Figure 1. Signal wires on met1 (run 1).
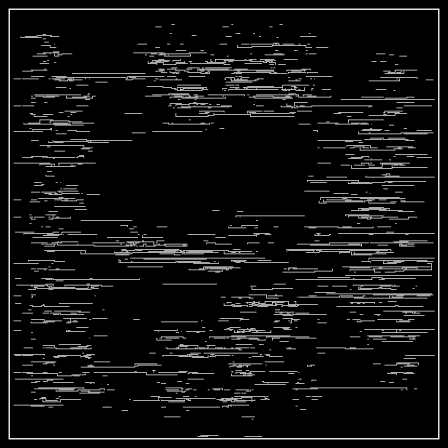
Figure 2. Met2 routing (run 1).
Bar = 50 um. Cells faint in the background.
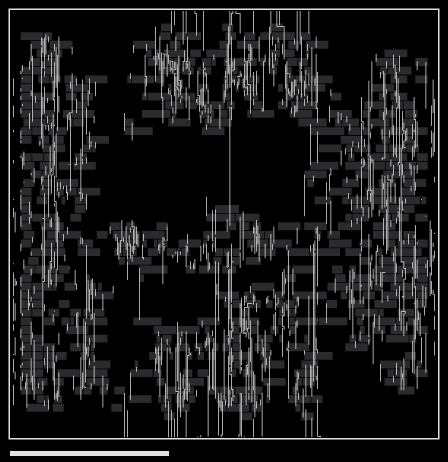
Figure 3. Met3 routing (run 1).
Bar = 50 um.
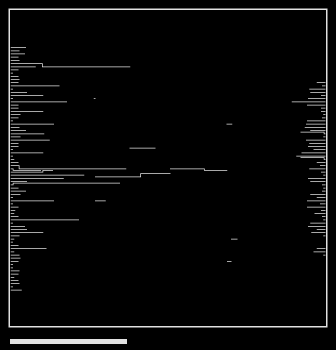
===== src/rtl/dmem_arbiter_if.sv =====
// Bus bundle around dmem_arbiter: CPU port, host debug/loader port, data RAM port, counters.
// slave = arbiter view, master = requesters plus RAM as seen from the surrounding system.
interface dmem_arbiter_if #(
    parameter int AW    = 8,
    parameter int DW    = 16,
    parameter int CNT_W = 16
);
    logic             cpu_rd;
    logic             cpu_wr;
    logic [AW-1:0]    cpu_addr;
    logic [DW-1:0]    cpu_wdata;
    logic [DW-1:0]    cpu_rdata;
    logic             cpu_ack;
    logic             cpu_err;
    logic             host_req;
    logic             host_we;
    logic [AW-1:0]    host_addr;
    logic [DW-1:0]    host_wdata;
    logic [DW-1:0]    host_rdata;
    logic             host_ack;
    logic [AW-1:0]    mem_addr;
    logic [DW-1:0]    mem_wdata;
    logic             mem_we;
    logic [DW-1:0]    mem_rdata;
    logic [CNT_W-1:0] cpu_cnt;
    logic [CNT_W-1:0] host_cnt;

    modport slave (
        input  cpu_rd, cpu_wr, cpu_addr, cpu_wdata,
        input  host_req, host_we, host_addr, host_wdata,
        input  mem_rdata,
        output cpu_rdata, cpu_ack, cpu_err,
        output host_rdata, host_ack,
        output mem_addr, mem_wdata, mem_we,
        output cpu_cnt, host_cnt
    );

    modport master (
        output cpu_rd, cpu_wr, cpu_addr, cpu_wdata,
        output host_req, host_we, host_addr, host_wdata,
        output mem_rdata,
        input  cpu_rdata, cpu_ack, cpu_err,
        input  host_rdata, host_ack,
        input  mem_addr, mem_wdata, mem_we,
        input  cpu_cnt, host_cnt
    );
endinterface


===== src/rtl/dmem_arbiter.sv =====
// Shares the single-port data RAM between the CPU and the host debug/loader port.
// state    | meaning
// S_IDLE   | sample requests, latch the winner's access
// S_ACCESS | drive the RAM for one cycle from the latched access
// S_RESP   | ack the owner, capture read data, bump its counter
module dmem_arbiter #(
    parameter int AW           = 8,
    parameter int DW           = 16,
    parameter int CPU_PRIORITY = 0,
    parameter int CNT_W        = 16
) (
    input logic           clk,
    input logic           reset,
    dmem_arbiter_if.slave bus
);
    typedef enum logic [1:0] {
        S_IDLE   = 2'd0,
        S_ACCESS = 2'd1,
        S_RESP   = 2'd2
    } state_t;

    state_t           r_state;
    state_t           w_state_nxt;
    logic             r_owner_cpu;
    logic             r_we;
    logic             r_err;
    logic             r_last_host;
    logic [AW-1:0]    r_addr;
    logic [DW-1:0]    r_wdata;
    logic [DW-1:0]    r_cpu_rdata;
    logic [DW-1:0]    r_host_rdata;
    logic [CNT_W-1:0] r_cpu_cnt;
    logic [CNT_W-1:0] r_host_cnt;
    logic             w_cpu_req;
    logic             w_any_req;
    logic             w_grant_cpu;

    assign w_cpu_req   = bus.cpu_rd | bus.cpu_wr;
    assign w_any_req   = w_cpu_req | bus.host_req;
    // On a tie the CPU wins under fixed priority, otherwise whoever was not served last.
    assign w_grant_cpu = w_cpu_req & (~bus.host_req | (CPU_PRIORITY != 0) | r_last_host);

    always_ff @(posedge clk) begin
        if (reset) r_state <= S_IDLE;
        else       r_state <= w_state_nxt;
    end

    always_comb begin
        w_state_nxt = r_state;
        case (r_state)
            S_IDLE:   if (w_any_req) w_state_nxt = S_ACCESS;
            S_ACCESS: w_state_nxt = S_RESP;
            S_RESP:   w_state_nxt = S_IDLE;
            default:  w_state_nxt = S_IDLE;
        endcase
    end

    always_ff @(posedge clk) begin
        if (reset) begin
            r_owner_cpu  <= 1'b0;
            r_we         <= 1'b0;
            r_err        <= 1'b0;
            r_last_host  <= 1'b1;
            r_addr       <= '0;
            r_wdata      <= '0;
            r_cpu_rdata  <= '0;
            r_host_rdata <= '0;
            r_cpu_cnt    <= '0;
            r_host_cnt   <= '0;
        end else begin
            if (r_state == S_IDLE && w_any_req) begin
                r_owner_cpu <= w_grant_cpu;
                r_addr      <= w_grant_cpu ? bus.cpu_addr  : bus.host_addr;
                r_wdata     <= w_grant_cpu ? bus.cpu_wdata : bus.host_wdata;
                // rd+wr together is serviced as a write and flagged
                r_we        <= w_grant_cpu ? bus.cpu_wr : bus.host_we;
                r_err       <= w_grant_cpu & bus.cpu_rd & bus.cpu_wr;
            end
            if (r_state == S_RESP) begin
                r_last_host <= ~r_owner_cpu;
                if (r_owner_cpu) begin
                    if (!r_we) r_cpu_rdata <= bus.mem_rdata;
                    if (r_cpu_cnt != '1) r_cpu_cnt <= r_cpu_cnt + 1'b1;
                end else begin
                    if (!r_we) r_host_rdata <= bus.mem_rdata;
                    if (r_host_cnt != '1) r_host_cnt <= r_host_cnt + 1'b1;
                end
            end
        end
    end

    always_comb begin
        bus.mem_we     = 1'b0;
        bus.cpu_err    = 1'b0;
        bus.cpu_ack    = 1'b0;
        bus.host_ack   = 1'b0;
        bus.cpu_rdata  = r_cpu_rdata;
        bus.host_rdata = r_host_rdata;
        case (r_state)
            S_ACCESS: begin
                bus.mem_we  = r_we;
                bus.cpu_err = r_err;
            end
            S_RESP: begin
                bus.cpu_ack  = r_owner_cpu;
                bus.host_ack = ~r_owner_cpu;
                if (!r_we) begin
                    if (r_owner_cpu) bus.cpu_rdata  = bus.mem_rdata;
                    else             bus.host_rdata = bus.mem_rdata;
                end
            end
            default: ;
        endcase
    end

    assign bus.mem_addr  = r_addr;
    assign bus.mem_wdata = r_wdata;
    assign bus.cpu_cnt   = r_cpu_cnt;
    assign bus.host_cnt  = r_host_cnt;
endmodule


===== src/flat_wrapper.sv =====
// flat-port wrapper written by rule: the top's interface ports become plain ports
module dmem_arbiter_flat 
#(
    parameter int AW           = 8,
    parameter int DW           = 16,
    parameter int CPU_PRIORITY = 0,
    parameter int CNT_W        = 16
)
  (clk, reset, bus_cpu_rd, bus_cpu_wr, bus_cpu_addr, bus_cpu_wdata, bus_host_req, bus_host_we, bus_host_addr, bus_host_wdata, bus_mem_rdata, bus_cpu_rdata, bus_cpu_ack, bus_cpu_err, bus_host_rdata, bus_host_ack, bus_mem_addr, bus_mem_wdata, bus_mem_we, bus_cpu_cnt, bus_host_cnt);
  dmem_arbiter_if #(.AW(AW), .DW(DW), .CNT_W(CNT_W)) bus_i ();
  input logic clk;
  input logic reset;
  input wire logic [$bits(bus_i.cpu_rd)-1:0] bus_cpu_rd;
  input wire logic [$bits(bus_i.cpu_wr)-1:0] bus_cpu_wr;
  input wire logic [$bits(bus_i.cpu_addr)-1:0] bus_cpu_addr;
  input wire logic [$bits(bus_i.cpu_wdata)-1:0] bus_cpu_wdata;
  input wire logic [$bits(bus_i.host_req)-1:0] bus_host_req;
  input wire logic [$bits(bus_i.host_we)-1:0] bus_host_we;
  input wire logic [$bits(bus_i.host_addr)-1:0] bus_host_addr;
  input wire logic [$bits(bus_i.host_wdata)-1:0] bus_host_wdata;
  input wire logic [$bits(bus_i.mem_rdata)-1:0] bus_mem_rdata;
  output wire logic [$bits(bus_i.cpu_rdata)-1:0] bus_cpu_rdata;
  output wire logic [$bits(bus_i.cpu_ack)-1:0] bus_cpu_ack;
  output wire logic [$bits(bus_i.cpu_err)-1:0] bus_cpu_err;
  output wire logic [$bits(bus_i.host_rdata)-1:0] bus_host_rdata;
  output wire logic [$bits(bus_i.host_ack)-1:0] bus_host_ack;
  output wire logic [$bits(bus_i.mem_addr)-1:0] bus_mem_addr;
  output wire logic [$bits(bus_i.mem_wdata)-1:0] bus_mem_wdata;
  output wire logic [$bits(bus_i.mem_we)-1:0] bus_mem_we;
  output wire logic [$bits(bus_i.cpu_cnt)-1:0] bus_cpu_cnt;
  output wire logic [$bits(bus_i.host_cnt)-1:0] bus_host_cnt;
  assign bus_i.cpu_rd = bus_cpu_rd;
  assign bus_i.cpu_wr = bus_cpu_wr;
  assign bus_i.cpu_addr = bus_cpu_addr;
  assign bus_i.cpu_wdata = bus_cpu_wdata;
  assign bus_i.host_req = bus_host_req;
  assign bus_i.host_we = bus_host_we;
  assign bus_i.host_addr = bus_host_addr;
  assign bus_i.host_wdata = bus_host_wdata;
  assign bus_i.mem_rdata = bus_mem_rdata;
  assign bus_cpu_rdata = bus_i.cpu_rdata;
  assign bus_cpu_ack = bus_i.cpu_ack;
  assign bus_cpu_err = bus_i.cpu_err;
  assign bus_host_rdata = bus_i.host_rdata;
  assign bus_host_ack = bus_i.host_ack;
  assign bus_mem_addr = bus_i.mem_addr;
  assign bus_mem_wdata = bus_i.mem_wdata;
  assign bus_mem_we = bus_i.mem_we;
  assign bus_cpu_cnt = bus_i.cpu_cnt;
  assign bus_host_cnt = bus_i.host_cnt;
  dmem_arbiter #(.AW(AW), .DW(DW), .CPU_PRIORITY(CPU_PRIORITY), .CNT_W(CNT_W)) u_core (.clk(clk), .reset(reset), .bus(bus_i));
endmodule

===== config.mk =====
export PLATFORM = sky130hd
export DESIGN_NAME = dmem_arbiter_flat
export DESIGN_NICKNAME = d
export VERILOG_FILES = /design/src/rtl/dmem_arbiter_if.sv /design/src/rtl/dmem_arbiter.sv /design/src/flat_wrapper.sv
export SDC_FILE = /design/constraint.sdc
export NUM_CORES = 1
export LEC_CHECK = 0
export ABC_CLOCK_PERIOD_IN_PS = 2150
export CAP_MARGIN = 20
export CORE_MARGIN = 3
export CORE_UTILIZATION = 25
export DETAILED_ROUTE_END_ITERATION = 10
export PLACE_DENSITY_LB_ADDON = 0.2
export SLEW_MARGIN = 40
export SYNTH_ARGS = -nofsm -noshare
export SYNTH_HDL_FRONTEND = slang
export SYNTH_SLANG_ARGS = --single-unit
export TNS_END_PERCENT = 30

===== constraint.sdc =====
create_clock -name clk -period 2.15 [get_ports clk]
set_clock_uncertainty 0.2 [all_clocks]
set_input_delay 0.215 -clock clk [delete_from_list [all_inputs] [get_ports clk]]
set_output_delay 0.215 -clock clk [all_outputs]
set_load 0.01 [all_outputs]

==> run summary, run 1 <==
fin crit share - 98.1%
Commonest Layout Cell - clkdlybuf4s50_1
DRT antenna net count - 0
Well Taps - 216
Worst Tran Pin Value - 589 ps
grt met2 use - 18.2%
final tally of hold violations - 0
Reg2Reg Depth - 6
registers - 94
hold_ws - 190 ps
Cell Count, Final, Fillers Out - 820
Max Transition Viols Final - 0
worst reg2reg path startpoint - u_core.bus.host_cnt[0]
final setup margin - 40.5 ps
unrepaired setup endpoints after global routing - true
DR top layer - met4
synthesized area per cell - 9.88 um2
CTS tree - done
ClkCell Share - 4.21%
# fillers - 1541
Mux area share - 15.0%
Hold WC Path Type - in -> reg
comb_multi_in - 299
Power Total - 0.00415 W
area fraction in compound gates - 9.88%
die height - 135 um
combinational fraction of the cell area - 33.7%
Main logic family - simple AND/OR/NAND/NOR gates
area share, top type - 45.5%
RePlAce Congestion - 0.766
Pwr Density - 621 mW/mm2
FFs w/ async S/R, synth - 0%
Seq area share - 28.3%
sum of negative setup slack - 0 ps
hold buffer count at cts - 0
DRC errors left - 0
Clk pwr share - 37.4%
CP Cell Sequence - nand3b_4 -> nor2_4 -> buf_12 -> clkbuf_16 -> mux2_4 -> buf_6
root buf cell - clkbuf_16
EDFF count, synth - 0
Top Layout Cells - 126 x clkdlybuf4s50_1, 90 x dfxtp_1, 55 x nor2_1
reg2reg end - u_core.bus.host_cnt[1]
Critical Path Max Stage Delay - 330 ps
final setup vio count - 0
max-cap check violation count - 0
Nets - 672
postcts setup bufs - 5
cell taking the most area after synthesis - dfxtp_1
Plain + repair buffers - 191
share of layout cells above drive strength 1 - 21.0%
Max Clk Rate - 0.474 GHz
M1 GR Usage - 16.7%
leakage - 2.65 nW
outcome - completed
normalized max-slew margin - 60.4%
first-pass GRT wire length - 18200 um
setup slack, reg-to-reg - 160 ps
WHS Endpoint - u_core.bus.host_cnt[13]
critical path arrival - 1690 ps
sequential group power - 0.00187 W
row count - 46
fin crit period - 2110 ps
GR met3 Demand/Resource - 4.25%
Stages on worst setup path - 6
WS Path Type - reg -> out
Non-Clock Inverter Count - 5
synthesis-to-layout area growth - 61.5%
synthesized net count - 491
vias post-DR - 3674
most frequent cells after synthesis - 94 x dfxtp_1, 55 x nor2_1, 32 x mux2_2
-- Figure 1 (at the start) --
share of all routed wire = 48%
main direction = horizontal

-- Figure 2 (at the start) --
longest straight run = 43.2 um
share of all routed wire = 43%
nets with wire on the layer = 565
main direction = vertical
wire length on this layer = 4750 um

-- Figure 3 (at the start) --
wire length on this layer = 949 um
longest straight run = 45.5 um
main direction = horizontal

## Run 2: what changed since run 1
SLEW_MARGIN = 20   (was 40)
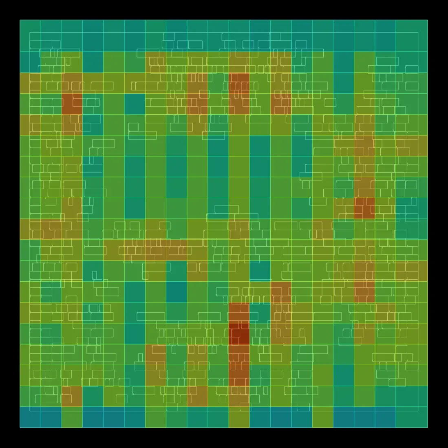
Figure 4: run 2, routing congestion.
gr busiest metal: met2
final cell utilization of the core: 41.6%
grt met2 use: 18.2%
WL per Instance: 13.6 um
GR met3 Demand/Resource: 4.25%

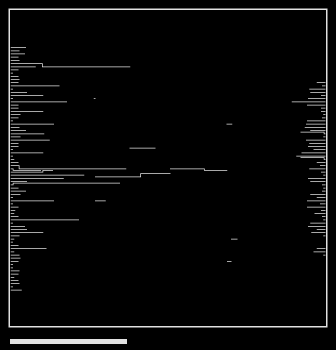
Figure 5: run 2, met3 routing.
Bar = 50 um.
longest straight run = 45.5 um
nets with wire on the layer = 130
share of all routed wire = 8.5%
main direction = horizontal

==> run summary, run 2 <==
outcome - completed
Main logic family - simple AND/OR/NAND/NOR gates
area share, top type - 45.5%
registers - 94
DRC errors left - 0
comb_multi_in - 299
hold_ws - 190 ps
RePlAce Congestion - 0.766
row count - 46
M1 GR Usage - 16.7%
sum of negative setup slack - 0 ps
critical path arrival - 1690 ps
synthesis-to-layout area growth - 61.5%
Nets - 672
Pwr Density - 621 mW/mm2
cell taking the most area after synthesis - dfxtp_1
Cell Count, Final, Fillers Out - 820
Top Layout Cells - 126 x clkdlybuf4s50_1, 90 x dfxtp_1, 55 x nor2_1
WHS Endpoint - u_core.bus.host_cnt[13]
Non-Clock Inverter Count - 5
share of layout cells above drive strength 1 - 21.0%
Stages on worst setup path - 6
Clk pwr share - 37.4%
die height - 135 um
Hold WC Path Type - in -> reg
first-pass GRT wire length - 18200 um
ClkCell Share - 4.21%
most frequent cells after synthesis - 94 x dfxtp_1, 55 x nor2_1, 32 x mux2_2
Power Total - 0.00415 W
Max Transition Viols Final - 0
final setup vio count - 0
fin crit period - 2110 ps
hold buffer count at cts - 0
synthesized net count - 491
leakage - 2.65 nW
final setup margin - 40.5 ps
dominant class by area - combinational gates
Max Clk Rate - 0.474 GHz
CTS tree - done
combinational fraction of the cell area - 33.7%
WS Path Type - reg -> out
area fraction in compound gates - 9.88%
max-cap check violation count - 0
synthesized area per cell - 9.88 um2
Critical Path Max Stage Delay - 330 ps
reg2reg end - u_core.bus.host_cnt[1]
Reg2Reg Depth - 6
vias post-DR - 3674
setup slack, reg-to-reg - 160 ps
fin crit share - 98.1%
Commonest Layout Cell - clkdlybuf4s50_1
DR top layer - met4
# fillers - 1541
Plain + repair buffers - 191
Mux area share - 15.0%
DRT antenna net count - 0
postcts setup bufs - 5
worst reg2reg path startpoint - u_core.bus.host_cnt[0]
unrepaired setup endpoints after global routing - true
root buf cell - clkbuf_16
sequential group power - 0.00187 W
Well Taps - 216
Seq area share - 28.3%
EDFF count, synth - 0
Power is estimated from default activity; no workload was simulated.
